layer_met2.png
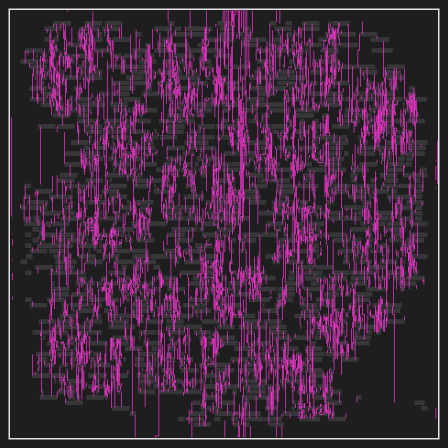
flops_by_reg.png
Other sequential cells in the stronger gray, the rest of the logic in the fainter gray.
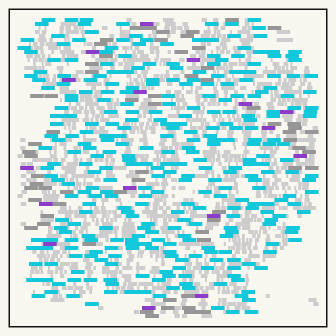
cell_density.png
21 x 21 tiles, from white (low) to dark blue (high), 0 to 100% covered.
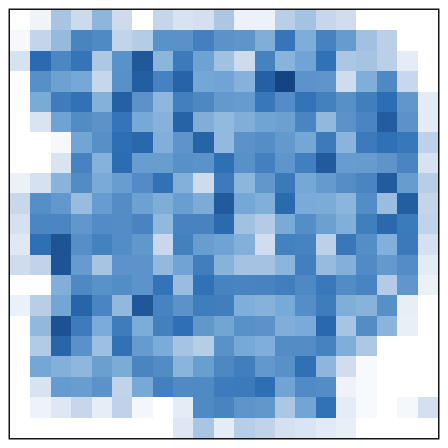
**config.mk**
```make
export PLATFORM = sky130hd
export DESIGN_NAME = switch_debouncer_flat
export DESIGN_NICKNAME = d
export VERILOG_FILES = /design/src/rtl/switch_debouncer_pkg.sv /design/src/rtl/switch_debouncer_if.sv /design/src/rtl/switch_debouncer_bit.sv /design/src/rtl/switch_debouncer.sv /design/src/flat_wrapper.sv
export SDC_FILE = /design/constraint.sdc
export NUM_CORES = 1
export LEC_CHECK = 0
export CAP_MARGIN = 20
export CORE_MARGIN = 5
export CORE_UTILIZATION = 45
export CTS_CLUSTER_SIZE = 12
export DETAILED_ROUTE_END_ITERATION = 8
export GPL_ROUTABILITY_DRIVEN = 0
export SYNTH_ARGS = -nofsm -noshare
export SYNTH_HDL_FRONTEND = slang
export SYNTH_SLANG_ARGS = --single-unit
```
**constraint.sdc**
```tcl
create_clock -name clk -period 2.9 [get_ports clk]
set_clock_uncertainty 0.2 [all_clocks]
set_input_delay 0.435 -clock clk [delete_from_list [all_inputs] [get_ports clk]]
set_output_delay 0.435 -clock clk [all_outputs]
set_load 0.05 [all_outputs]
```
**src/rtl/switch_debouncer_pkg.sv**
```systemverilog
// ---------------------------------------------------------------------------
// switch_pkg
//   Board-level constants shared by the switch conditioning path.
//   SW_WIDTH         number of slide switches on the board
//   CLK_HZ           board clock frequency
//   DEBOUNCE_MS      time a switch must hold a new level before it is believed
//   DEBOUNCE_CYCLES  the same settling time expressed in clock cycles
// ---------------------------------------------------------------------------
package switch_pkg;

   localparam int SW_WIDTH        = 16;
   localparam int CLK_HZ          = 100_000_000;
   localparam int DEBOUNCE_MS     = 10;
   localparam int DEBOUNCE_CYCLES = (CLK_HZ / 1000) * DEBOUNCE_MS;

endpackage

```
**src/rtl/switch_debouncer_if.sv**
```systemverilog
// ---------------------------------------------------------------------------
// switch_debouncer_if
//   Bundles the raw switch pins and the conditioned outputs.
//   sw_raw      raw switch levels (asynchronous, may bounce)
//   sw_clean    debounced levels
//   sw_rise     one-cycle pulse per bit on an accepted 0->1 change
//   sw_fall     one-cycle pulse per bit on an accepted 1->0 change
//   sw_changed  one-cycle pulse when any bit was accepted this cycle
//   Modports: master drives the pins and observes the results,
//             slave is the debouncer itself.
// ---------------------------------------------------------------------------
interface switch_debouncer_if
   import switch_pkg::*;
#(
   parameter int WIDTH = SW_WIDTH
);

   logic [WIDTH-1:0] sw_raw;
   logic [WIDTH-1:0] sw_clean;
   logic [WIDTH-1:0] sw_rise;
   logic [WIDTH-1:0] sw_fall;
   logic             sw_changed;

   modport master (
      output sw_raw,
      input  sw_clean,
      input  sw_rise,
      input  sw_fall,
      input  sw_changed
   );

   modport slave (
      input  sw_raw,
      output sw_clean,
      output sw_rise,
      output sw_fall,
      output sw_changed
   );

endinterface

```
**src/rtl/switch_debouncer_bit.sv**
```systemverilog
// ---------------------------------------------------------------------------
// debounce_bit
//   Conditions one switch bit: two-flop synchroniser, stability counter and
//   registered edge pulses.
//   clk    system clock
//   rst_n  asynchronous reset, active-low
//   raw    raw switch level, asynchronous to clk
//   clean  debounced level (flop output)
//   rise   one-cycle pulse, aligned with clean going 0->1
//   fall   one-cycle pulse, aligned with clean going 1->0
// ---------------------------------------------------------------------------
module debounce_bit #(
   parameter int N     = 4,
   parameter int CNT_W = $clog2(N)
) (
   input  logic clk,
   input  logic rst_n,
   input  logic raw,
   output logic clean,
   output logic rise,
   output logic fall
);

   localparam logic [CNT_W-1:0] CNT_LAST = CNT_W'(N - 1);
   localparam logic [CNT_W-1:0] CNT_ONE  = CNT_W'(1);

   logic             s1;
   logic             s2;
   logic [CNT_W-1:0] cnt;

   // Plain two-flop synchroniser; nothing may sit between s1 and s2.
   always_ff @(posedge clk or negedge rst_n) begin
      if (!rst_n) begin
         s1 <= 1'b0;
         s2 <= 1'b0;
      end else begin
         s1 <= raw;
         s2 <= s1;
      end
   end

   // The counter only runs while the synchronised level disagrees with clean;
   // any agreement (bounce back or no change) throws the count away. On the
   // N-th consecutive disagreeing edge the new level is taken and the
   // matching edge pulse is raised in the same edge, so it lines up with
   // the new clean value. Clearing cnt on acceptance means it never wraps.
   always_ff @(posedge clk or negedge rst_n) begin
      if (!rst_n) begin
         cnt   <= '0;
         clean <= 1'b0;
         rise  <= 1'b0;
         fall  <= 1'b0;
      end else begin
         rise <= 1'b0;
         fall <= 1'b0;
         if (s2 == clean) begin
            cnt <= '0;
         end else if (cnt == CNT_LAST) begin
            cnt   <= '0;
            clean <= s2;
            rise  <= s2;
            fall  <= ~s2;
         end else begin
            cnt <= cnt + CNT_ONE;
         end
      end
   end

endmodule

```
**src/rtl/switch_debouncer.sv**
```systemverilog
// ---------------------------------------------------------------------------
// switch_debouncer
//   Synchronises and debounces the slide switches before they reach the
//   switch-to-LED parity chain, and reports accepted changes as pulses.
//   clk    system clock (100 MHz board clock)
//   rst_n  asynchronous reset, active-low
//   bus    switch_debouncer_if.slave: sw_raw in; sw_clean, sw_rise,
//          sw_fall, sw_changed out
//   Parameters: WIDTH bits, DEBOUNCE_CYCLES stable cycles to accept a level
//   (>= 2), CNT_W derived counter width.
// ---------------------------------------------------------------------------
module switch_debouncer
   import switch_pkg::*;
#(
   parameter int WIDTH           = SW_WIDTH,
   parameter int DEBOUNCE_CYCLES = switch_pkg::DEBOUNCE_CYCLES,
   parameter int CNT_W           = $clog2(DEBOUNCE_CYCLES)
) (
   input  logic                clk,
   input  logic                rst_n,
   switch_debouncer_if.slave   bus
);

   // Each bit is fully independent: no shared state, no priority.
   for (genvar i = 0; i < WIDTH; i++) begin : g_bit
      debounce_bit #(
         .N     (DEBOUNCE_CYCLES),
         .CNT_W (CNT_W)
      ) u_bit (
         .clk   (clk),
         .rst_n (rst_n),
         .raw   (bus.sw_raw[i]),
         .clean (bus.sw_clean[i]),
         .rise  (bus.sw_rise[i]),
         .fall  (bus.sw_fall[i])
      );
   end

   // Built only from the registered per-bit pulses, so the summary strobe
   // is valid in exactly the same cycle as the individual edges.
   assign bus.sw_changed = |(bus.sw_rise | bus.sw_fall);

endmodule

```
**src/flat_wrapper.sv**
```systemverilog
// flat-port wrapper written by rule: the top's interface ports become plain ports
module switch_debouncer_flat import switch_pkg::*;
#(
   parameter int WIDTH           = SW_WIDTH,
   parameter int DEBOUNCE_CYCLES = switch_pkg::DEBOUNCE_CYCLES,
   parameter int CNT_W           = $clog2(DEBOUNCE_CYCLES)
)
  (clk, rst_n, bus_sw_raw, bus_sw_clean, bus_sw_rise, bus_sw_fall, bus_sw_changed);
  switch_debouncer_if #(.WIDTH(WIDTH)) bus_i ();
  input  logic clk;
  input  logic rst_n;
  input wire logic [$bits(bus_i.sw_raw)-1:0] bus_sw_raw;
  output wire logic [$bits(bus_i.sw_clean)-1:0] bus_sw_clean;
  output wire logic [$bits(bus_i.sw_rise)-1:0] bus_sw_rise;
  output wire logic [$bits(bus_i.sw_fall)-1:0] bus_sw_fall;
  output wire logic [$bits(bus_i.sw_changed)-1:0] bus_sw_changed;
  assign bus_i.sw_raw = bus_sw_raw;
  assign bus_sw_clean = bus_i.sw_clean;
  assign bus_sw_rise = bus_i.sw_rise;
  assign bus_sw_fall = bus_i.sw_fall;
  assign bus_sw_changed = bus_i.sw_changed;
  switch_debouncer #(.WIDTH(WIDTH), .DEBOUNCE_CYCLES(DEBOUNCE_CYCLES), .CNT_W(CNT_W)) u_core (.clk(clk), .rst_n(rst_n), .bus(bus_i));
endmodule
```
==> job_summary.md <==
### Flow metrics

| Metric | Value |
|---|---|
| Buffers & Inverters on Critical Path | `2` |
| IO Port Bufs | `66` |
| Setup TNS | `0 ps` |
| Synth Cell Area | `0.0189 mm²` |
| Clock network area share | `0.0669` |
| Number of logic gates | `1,320` |
| Combinational gate area | `0.00822 mm²` |
| Status | `completed` |
| Sequence of cells on the critical path | `nor4_1, buf_4, nand4_1, or2_2, buf_4` |
| Tmin final | `2850 ps` |
| Mean area per synthesized cell | `10.2 µm²` |
| CP Capture Type | `output pin` |
| Final Slew Violations | `0` |
| Reg2Reg Setup Slack | `230 ps` |
| Syn Inst Count | `1,854` |
| CP Depth | `5` |
| Initial antenna violation count | `0` |
| Area leader share | `0.530` |
| Hold Path Stages | `1` |
| Met1 Resource Use GR | `0.236` |
| Achievable Freq | `351 MHz` |
| H-tree levels | `2` |
| # DRC | `0` |
| Hold Slack | `109 ps` |
| Sw frac | `0.219` |
| Yosys warnings | `0` |
| IR drop worst, VDD | `448 µV` |
| CTS tree | `built` |
| CTS Buf Count | `45` |
| Sequential Power Share | `0.492` |
| Site Rows | `75` |
| Initial drt markers | `854` |
| Max clock buf depth | `3` |
| Comb/total area | `0.382` |
| Diode count | `0` |
| RR Endpoint | `u_core.g_bit[0].u_bit.clean$_DFFE_PN0P_` |
-- layer_met2.png (at the start) --
The longest straight run is 55.9 µm. The layer carries 17,500 µm of wire. The wires run mostly vertical. 1,635 nets have wire on it. The layer holds 46% of the routed length.
final WL: 38.2 mm
routed via count: 13,644
met2 Use GR: 0.266

-- flops_by_reg.png (at the start) --
Key: u_core.g_bit.u_bit.clean = purple [flops 16, where widely spread]; u_core.g_bit.u_bit.cnt = cyan [flops 320, where widely spread]
Another 64 sequential cells are not colored.
Final Core Density: 0.515
sequential cell area share: 0.465

-- cell_density.png (at the start) --
The mean over all tiles is 45%. The emptiest ninth of the die: south-east. 11% of the tiles are nearly empty. 6.6% of the tiles are over 75% full. The fullest tile reaches 92%.
FP Core Util: 0.452
core footprint: 0.0418 mm²

[registers in the layout, indices dropped and copies added, names as in the netlist]
signal                    flops
u_core.g_bit.u_bit.fall      16
u_core.g_bit.u_bit.clean     16
u_core.g_bit.u_bit.rise      16
u_core.g_bit.u_bit.s1        16
u_core.g_bit.u_bit.cnt      320
u_core.g_bit.u_bit.s2        16
[metal layers]
metal,wire [µm],up-vias
met5,0,-
met1,18500,6707
met4,798,0
met2,17500,181
met3,1410,44
li1,-,6712
[kinds of logic (layout without fill, tap and decap cells)]
logic type               Yosys count  count (layout)  synth area share
AND-OR/OR-AND                    217             217            0.0681
XOR/XNOR                         202             202            0.0937
adder cells (fa/ha/maj)           16              16            0.0106
buffers and inverters            134             225            0.0369
flip-flops                       400             400             0.530
multiplexers                      18              18            0.0108
AND/OR/NAND/NOR                  867             867             0.249
Power figures rest on the tool's default switching activity, not on a simulated workload.
